$ cat config.mk
export PLATFORM = sky130hd
export DESIGN_NAME = trigger_seq_gen
export DESIGN_NICKNAME = d
export VERILOG_FILES = /design/src/rtl/trigger_seq_gen.sv
export SDC_FILE = /design/constraint.sdc
export NUM_CORES = 1
export LEC_CHECK = 0
export ABC_AREA = 1
export CORE_AREA = 2 2 60 62
export CTS_CLUSTER_DIAMETER = 120
export DETAILED_ROUTE_END_ITERATION = 7
export DIE_AREA = 0 0 62 64
export PLACE_DENSITY = 0.92
export SLEW_MARGIN = 20
export SYNTH_ARGS = -nofsm -noshare
export SYNTH_HDL_FRONTEND = slang
export SYNTH_SLANG_ARGS = --single-unit
$ cat constraint.sdc
create_clock -name clk -period 2 [get_ports clk]
set_input_delay 0.4 -clock clk [delete_from_list [all_inputs] [get_ports clk]]
set_output_delay 0.4 -clock clk [all_outputs]
set_load 0.01 [all_outputs]
$ cat src/rtl/trigger_seq_gen.sv
// Trigger sequence generator: arm pulse, programmable delay, strobe with
// alternating b/c qualifier held across both strobe edges, plus sequence/error counters.
module trigger_seq_gen #(
    parameter int unsigned DLY_W = 4,
    parameter int unsigned CNT_W = 8
) (
    input  logic             clk,
    input  logic             rst,
    input  logic             start,
    input  logic [DLY_W-1:0] delay,
    input  logic             inject_err,
    output logic             a,
    output logic             b,
    output logic             c,
    output logic             d,
    output logic             busy,
    output logic             done,
    output logic [CNT_W-1:0] seq_count,
    output logic [CNT_W-1:0] err_count
);

    typedef enum logic [2:0] {
        IDLE   = 3'd0,
        ARM    = 3'd1,
        WAIT   = 3'd2,
        STROBE = 3'd3,
        HOLD   = 3'd4,
        DONE   = 3'd5
    } state_t;

    state_t           state;
    state_t           state_n;
    logic [DLY_W-1:0] cnt;
    logic [DLY_W-1:0] cnt_n;
    logic [DLY_W-1:0] dly_q;
    logic [DLY_W-1:0] dly_n;
    logic             err_q;
    logic             err_n;
    logic             sel;
    logic             sel_n;
    logic [CNT_W-1:0] seq_n;
    logic [CNT_W-1:0] errc_n;
    logic             a_n;
    logic             b_n;
    logic             c_n;
    logic             d_n;
    logic             busy_n;
    logic             done_n;

    // State, parameters of the running sequence and all outputs are registered together
    always_ff @(posedge clk or posedge rst) begin
        if (rst) begin
            state     <= IDLE;
            cnt       <= '0;
            dly_q     <= '0;
            err_q     <= 1'b0;
            sel       <= 1'b0;
            seq_count <= '0;
            err_count <= '0;
            a         <= 1'b0;
            b         <= 1'b0;
            c         <= 1'b0;
            d         <= 1'b0;
            busy      <= 1'b0;
            done      <= 1'b0;
        end else begin
            state     <= state_n;
            cnt       <= cnt_n;
            dly_q     <= dly_n;
            err_q     <= err_n;
            sel       <= sel_n;
            seq_count <= seq_n;
            err_count <= errc_n;
            a         <= a_n;
            b         <= b_n;
            c         <= c_n;
            d         <= d_n;
            busy      <= busy_n;
            done      <= done_n;
        end
    end

    // Next state; outputs are decoded from the next state so they align with it
    always_comb begin
        state_n = state;
        cnt_n   = cnt;
        dly_n   = dly_q;
        err_n   = err_q;
        sel_n   = sel;
        seq_n   = seq_count;
        errc_n  = err_count;

        case (state)
            IDLE: begin
                if (start) begin
                    state_n = ARM;
                    dly_n   = delay;
                    err_n   = inject_err;
                end
            end
            ARM: begin
                if (dly_q == '0) begin
                    state_n = STROBE;
                end else begin
                    state_n = WAIT;
                    cnt_n   = dly_q;
                end
            end
            WAIT: begin
                cnt_n = cnt - DLY_W'(1);
                if (cnt == DLY_W'(1)) begin
                    state_n = STROBE;
                end
            end
            STROBE: state_n = HOLD;
            HOLD: begin
                // Counters and sel change on entry to DONE so they are visible with done
                state_n = DONE;
                seq_n   = seq_count + CNT_W'(1);
                sel_n   = ~sel;
                if (err_q) begin
                    errc_n = err_count + CNT_W'(1);
                end
            end
            DONE:    state_n = IDLE;
            default: state_n = IDLE;
        endcase

        a_n    = (state_n == ARM);
        d_n    = (state_n == STROBE);
        done_n = (state_n == DONE);
        busy_n = (state_n != IDLE);
        b_n    = 1'b0;
        c_n    = 1'b0;
        if (state_n == STROBE) begin
            b_n = ~err_q & ~sel;
            c_n = ~err_q & sel;
        end else if (state_n == HOLD) begin
            b_n = b;
            c_n = c;
        end
    end

endmodule

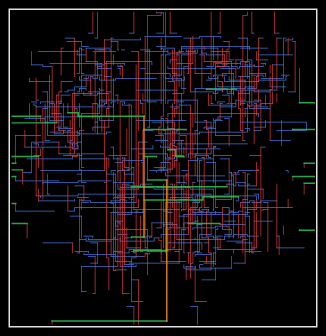
*Signal wires by layer, run 1*
[orange] M4 | wire length: 53.0 um
[blue] M1 | wire length: 1520 um
[red] M2 | wire length: 1900 um
[green] M3 | wire length: 166 um
DR vias: 1503
drt total wl: 3630 um

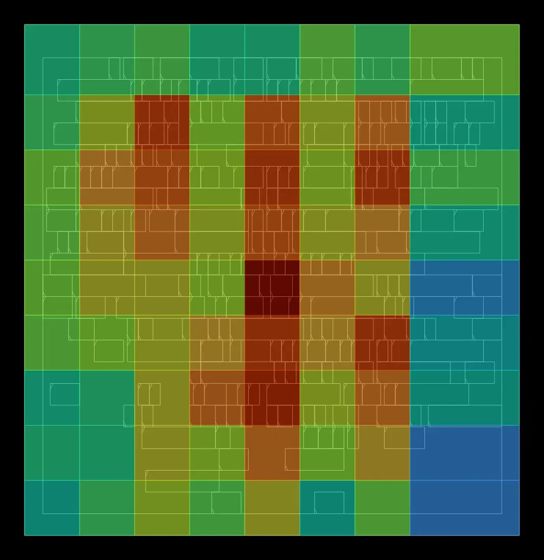
*Routing congestion map, run 1*
final core occ: 66.6%
met3 GRT Util: 5.47%

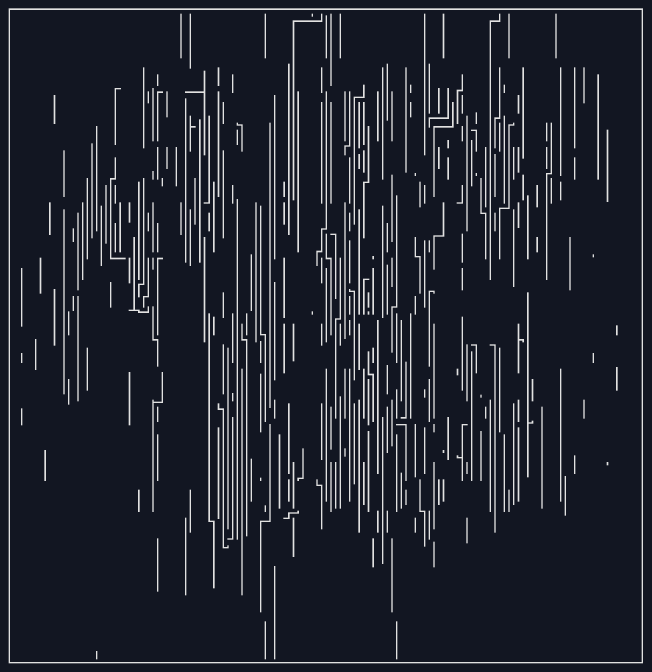
*M2 wires, run 1*
main direction: vertical
longest straight run: 33.3 um
grt met2 use: 34.4%

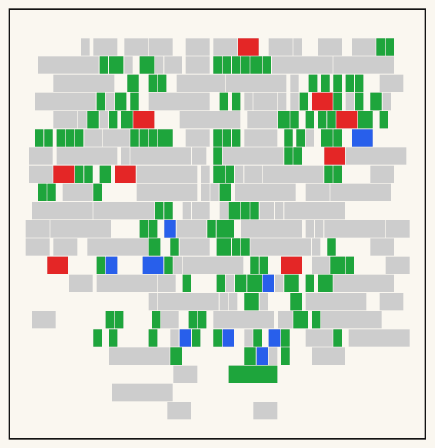
*Gate-type map, run 1*
[blue] aoi and oai cells | cells: 9 | most used: o21ai_0
[red] xor and xnor cells | cells: 9 | most used: xnor2_1
[green] nand cells | cells: 117 | most used: nand2_1

==> run_results.csv, run 1 <==
group,metric,value,unit
placement,io_buffers,29,
die,die_width,62,um
clocking,cts_buffers,5,
die,nWellTaps,46,
placement,gp_congestion,0.877,
global_route,grt_max_degree,36,
timing,fin_setup_tns,0,ps
clocking,cts.sinks,35,
synthesis,synth-async-reset-ratio,100,%
synthesis,yosys_warnings,0,
synthesis,yosys-top-cells-count,"nand2_1 (87), dfrtp_1 (35), inv_1 (19)",
layout,final-nonclk-buf-share,13.6,%
min_path,holdCritPathClass,"in2async",
global_route,grt_overflow,0,
global_route,grt_pass1_wl,6160,um
clocking,cts.clk_slew.worst_paths,110,ps
critical_path,required,1600,ps
synthesis,yosys_area,1790,um^2
layout,lay_top_count,"nand2_1",
layout,final_area,2190,um^2
critical_path,crit_family,"buffers and inverters",
timing,finalClockPeriodUsage,91.0,%
timing,hold_slack,442,ps
layout,clk_share,3.32,%
layout,reg_top3,"err_count x8, seq_count x8",
synthesis,syn_nets,231,
synthesis,ys_seq_share,48.8,%
global_route,grt_pass1_vias,1458,
synthesis,netlist_instances,219,
routing,topRoutingLayerUsed,"met4",
power_and_ir_drop,power.switching,1230,uW
synthesis,yosys-mux-area-fraction,0,%
power_and_ir_drop,p_total,2920,uW
clocking,cts.path.max_buffers,2,
timing,slew_violations,0,
clocking,cts_resized,0,
power_and_ir_drop,pwr-share-comb,41.9,%
die,rows,21,
critical_path,r2r_setup_slack,620,ps
synthesis,synth_top_area_share,48.8,%
clocking,postCtsHoldBufs,0,
placement,place_area,2110,um^2
critical_path,r2r-start,"state[2]",
synthesis,synthFlopType,"dfrtp_1",
power_and_ir_drop,switching_share,42.1,%
synthesis,ys.flops,35,
routing,routedWlPerCell,12.1,um
routing,met3_length,165,um
synthesis,simple_gate_share,33.9,%
critical_path,cp_max_fo,8,
critical_path,slowest_delay,580,ps
clocking,cts_tree,"built",
critical_path,crit_end,"seq_count[3]",
run_status,outcome,"finished clean",
power_and_ir_drop,pg_clk,447,uW
synthesis,synthAdderAreaFrac,2.79,%
layout,multi_input_comb_cells,156,
critical_path,crit_start,"seq_count[3]",
layout,num-clock-buffers,7,
power_and_ir_drop,p_clk_share,15.3,%
critical_path,rr_worst_depth,6,
critical_path,arrival,1420,ps
synthesis,syn-cell-area,1790,um^2
### Cell area per tile, run 1

The die is cut into 6 by 6 equal tiles; white is low, dark blue is high, 0 to 100% covered.
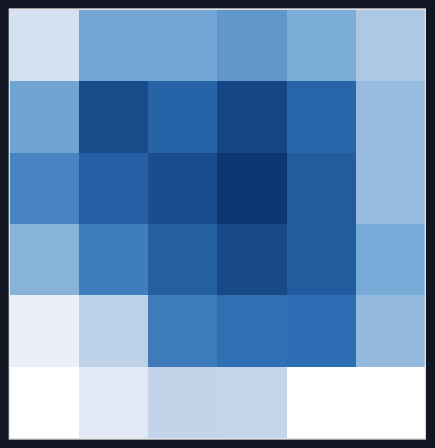

==> inputs of run 2 (changes only) <==
--- a/config.mk
+++ b/config.mk
@@ -10,7 +10,7 @@
 export CTS_CLUSTER_DIAMETER = 120
 export DETAILED_ROUTE_END_ITERATION = 7
 export DIE_AREA = 0 0 62 64
-export PLACE_DENSITY = 0.92
+export PLACE_DENSITY = 0.81
 export SLEW_MARGIN = 20
 export SYNTH_ARGS = -nofsm -noshare
 export SYNTH_HDL_FRONTEND = slang
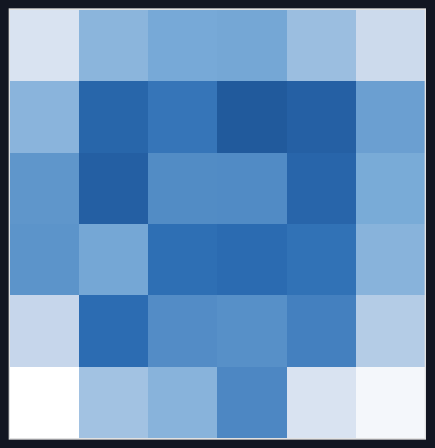
*Cell area per tile, run 2*
The die is cut into 6 by 6 equal tiles; white is low, dark blue is high, 0 to 100% covered.
emptiest ninth of the die: south-east
fullest tile: 83%
tiles over 75% full: 19%
final core occ: 65.6%
FP Core Util: 54.6%
Core Area: 3280 um^2

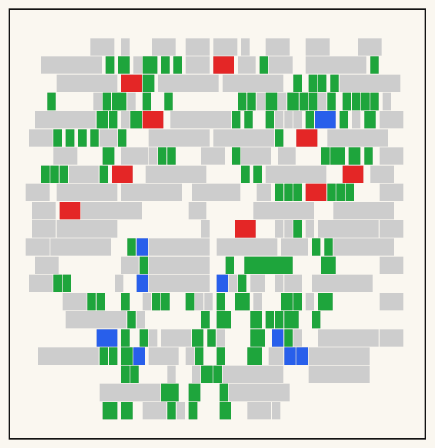
*Gate-type map, run 2*
[green] nand cells | cells: 117 | most used: nand2_1
[red] xor and xnor cells | cells: 9 | most used: xnor2_1
[blue] aoi and oai cells | cells: 9 | most used: o21ai_0 | where: south
Comb/total area: 36.6%
most used logic cell in the final layout: nand2_1
Final Instance Count excl. Fillers: 297

==> run 2 against run 1 <==
  * Die area stayed put
  * Global-route usage is 2.2 points lower
  * Routed wire length fell by 17%
  * Critical path type unchanged
  * Largest cell class unchanged
  * Largest power group unchanged
  * Highest routed layer unchanged
==> run_results.csv, run 2 <==
group,metric,value,unit
run_status,outcome,"finished clean",
power_and_ir_drop,pwr-share-comb,42.6,%
timing,period_minus_slack,1780,ps
clocking,cts_buffers,5,
timing,fin_setup_tns,0,ps
critical_path,slowest_delay,580,ps
synthesis,yosys-top-cells-count,"nand2_1 (87), dfrtp_1 (35), inv_1 (19)",
critical_path,crit_start,"seq_count[3]",
synthesis,simple_gate_share,33.9,%
synthesis,synthFlopType,"dfrtp_1",
timing,hold_slack,451,ps
global_route,grt.met3_usage,5.87,%
placement,place_area,2110,um^2
critical_path,rr_worst_depth,6,
layout,reg_top3,"err_count x8, seq_count x8",
die,die_width,62,um
power_and_ir_drop,p_clk_share,12.2,%
synthesis,yosys-mux-area-fraction,0,%
clocking,cts_tree,"built",
critical_path,crit_family,"buffers and inverters",
critical_path,crit_end,"seq_count[3]",
timing,slew_violations,0,
die,nWellTaps,46,
routing,wl,3030,um
synthesis,synthAdderAreaFrac,2.79,%
placement,gp_congestion,0.819,
synthesis,synth_top_area_share,48.8,%
global_route,grt_pass1_vias,1296,
routing,vias,1396,
power_and_ir_drop,p_total,2740,uW
placement,io_buffers,29,
clocking,cts.sinks,35,
global_route,grt_max_degree,36,
die,rows,21,
global_route,grt_pass1_wl,5550,um
critical_path,arrival,1380,ps
layout,final_area,2150,um^2
clocking,cts.path.max_buffers,2,
layout,multi_input_comb_cells,156,
critical_path,r2r-start,"state[2]",
global_route,grt_overflow,0,
critical_path,cp_max_fo,8,
synthesis,yosys_area,1790,um^2
synthesis,ys_seq_share,48.8,%
die,die_h,64,um
layout,clk_share,1.92,%
min_path,holdCritPathClass,"in2async",
clocking,cts.clk_slew.worst_paths,100,ps
layout,num-clock-buffers,6,
clocking,postCtsHoldBufs,0,
routing,topRoutingLayerUsed,"met4",
timing,finalClockPeriodUsage,89.2,%
synthesis,yosys_warnings,0,
synthesis,ys.flops,35,
power_and_ir_drop,switching_share,41.3,%
routing,met3_length,116,um
power_and_ir_drop,power.switching,1130,uW
synthesis,synth-async-reset-ratio,100,%
synthesis,syn_nets,231,
layout,final-nonclk-buf-share,13.8,%
global_route,use_met2,28.0,%
Power figures rest on the tool's default switching activity, not on a simulated workload.
